==> images/clk_routes.png <==
Drawn at 4 px/um.
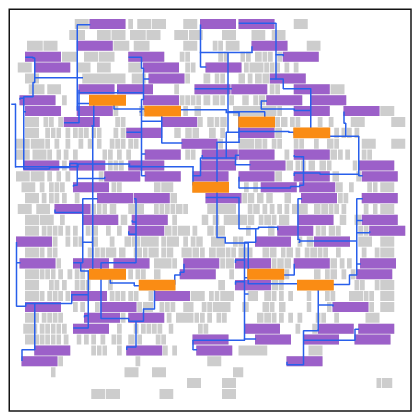
==> images/clocks.png <==
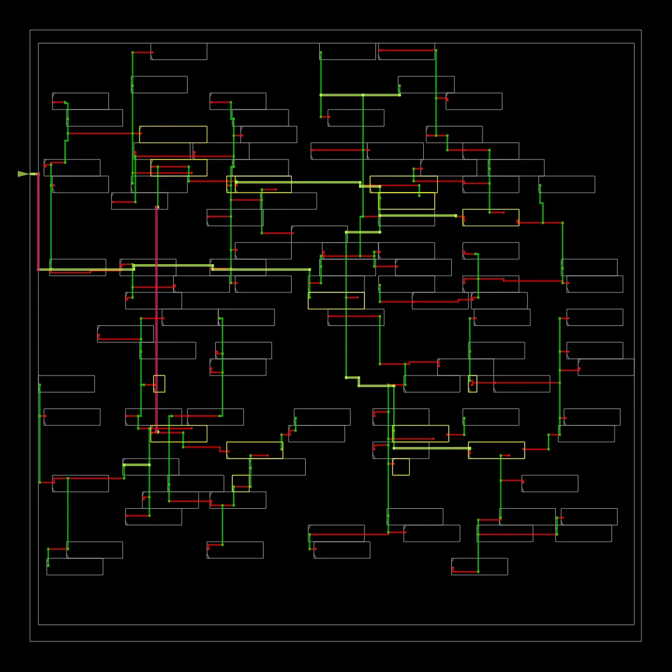
==> config.mk <==
export PLATFORM = sky130hd
export DESIGN_NAME = pll_test_port_master
export DESIGN_NICKNAME = d
export VERILOG_FILES = /design/src/rtl/pll_tpm_pkg.sv /design/src/rtl/pll_tpm_clkdiv.sv /design/src/rtl/pll_test_port_master.sv
export SDC_FILE = /design/constraint.sdc
export NUM_CORES = 1
export LEC_CHECK = 0
export ABC_AREA = 1
export CORE_UTILIZATION = 45
export CTS_BUF_LIST = sky130_fd_sc_hd__clkbuf_16
export DETAILED_ROUTE_END_ITERATION = 6
export GPL_TIMING_DRIVEN = 0
export PLACE_DENSITY = 0.78
export SYNTH_ARGS = -nofsm -noshare
export SYNTH_HDL_FRONTEND = slang
export SYNTH_SLANG_ARGS = --single-unit
==> constraint.sdc <==
create_clock -name CLK -period 2.5 [get_ports CLK]
set_input_delay 0.25 -clock CLK [delete_from_list [all_inputs] [get_ports CLK]]
set_output_delay 0.25 -clock CLK [all_outputs]
set_load 0.01 [all_outputs]
==> changes_impl.md <==
## Flow update

* Status: finished clean
* Unique cell types at 27
* Invs w/o clock at 16
* Share of the synthesized area in the top cell type at 0.555
* Via count at 3613
* Yosys stat cell total at 530
* Layout cell share with drive strength beyond 1 at 0.0883
* DR vias/cell at 4.80
* Peak supply drop at 0.478 mV
* Non-Clock Buffer Count at 105
* Top cells by count, synth: nand2_1 (295), dfrtp_1 (96), nand3_1 (35)
* Area grow syn2layout at 29.3%
* Comb gates at 390
* Largest net degree at the start of global routing at 40
* Reg2Reg Depth at 9
* Post-Synth XOR/XNOR Area at 0.00607
* Filler cells at 863
* Post-synthesis cell area at 0.00433 mm2
* Req. time, crit path at 2.25 ns
* Main synth FF type: dfrtp_1
* Die y size at 100 um
* Detail Route met3 WL at 394 um
* Synthesized-area fraction occupied by adder cells at 0.0116
* WHS at 0.342 ns
* GP Congestion at 0.756
* Largest cell class by area: flip-flops and latches
About clk_routes.png:
- blue: clock wires (length 1100 um)
- orange: clock drivers (count 9)
- purple: flip-flops (count 96)
- routed clock nets: 10
- flops lie: spread over the die
Final Skew: 0.00693 ns
clk latency late pin: 0.34 ns

About clocks.png:
CLK BUF: 9
clock sink count: 96
total clock network power: 1430 uW
Num CTS Buffers: 9

==> kinds of logic (layout without fill, tap and decap cells) <==
kind of cell,Yosys count,after routing
multiplexers,9,9
adder cells (fa/ha/maj),4,4
buffers and inverters,44,137
flip-flops,96,96
other,1,1
XOR/XNOR,3,3
AND-OR/OR-AND,31,31
AND/OR/NAND/NOR,342,342
==> report_power, final <==
group / leakage, uW / internal, uW / total [uW] / switching (uW)
Clock: 0.000150 / 867 / 1430 / 559
Sequential: 0.00117 / 1570 / 1580 / 9.21
Combinational: 0.00150 / 94.8 / 157 / 62.3
Total: 0.00283 / 2530 / 3160 / 630
==> worst max-delay path: cells and delay by family (launching register included) <==
kind                   cells  cell delay, ns
and+or+nand+nor            2            0.21
AOI/OAI and AO/OA          1            0.18
buffers and inverters      4            0.93
DFF                        1            0.40
Power and IR drop assume default switching activity.
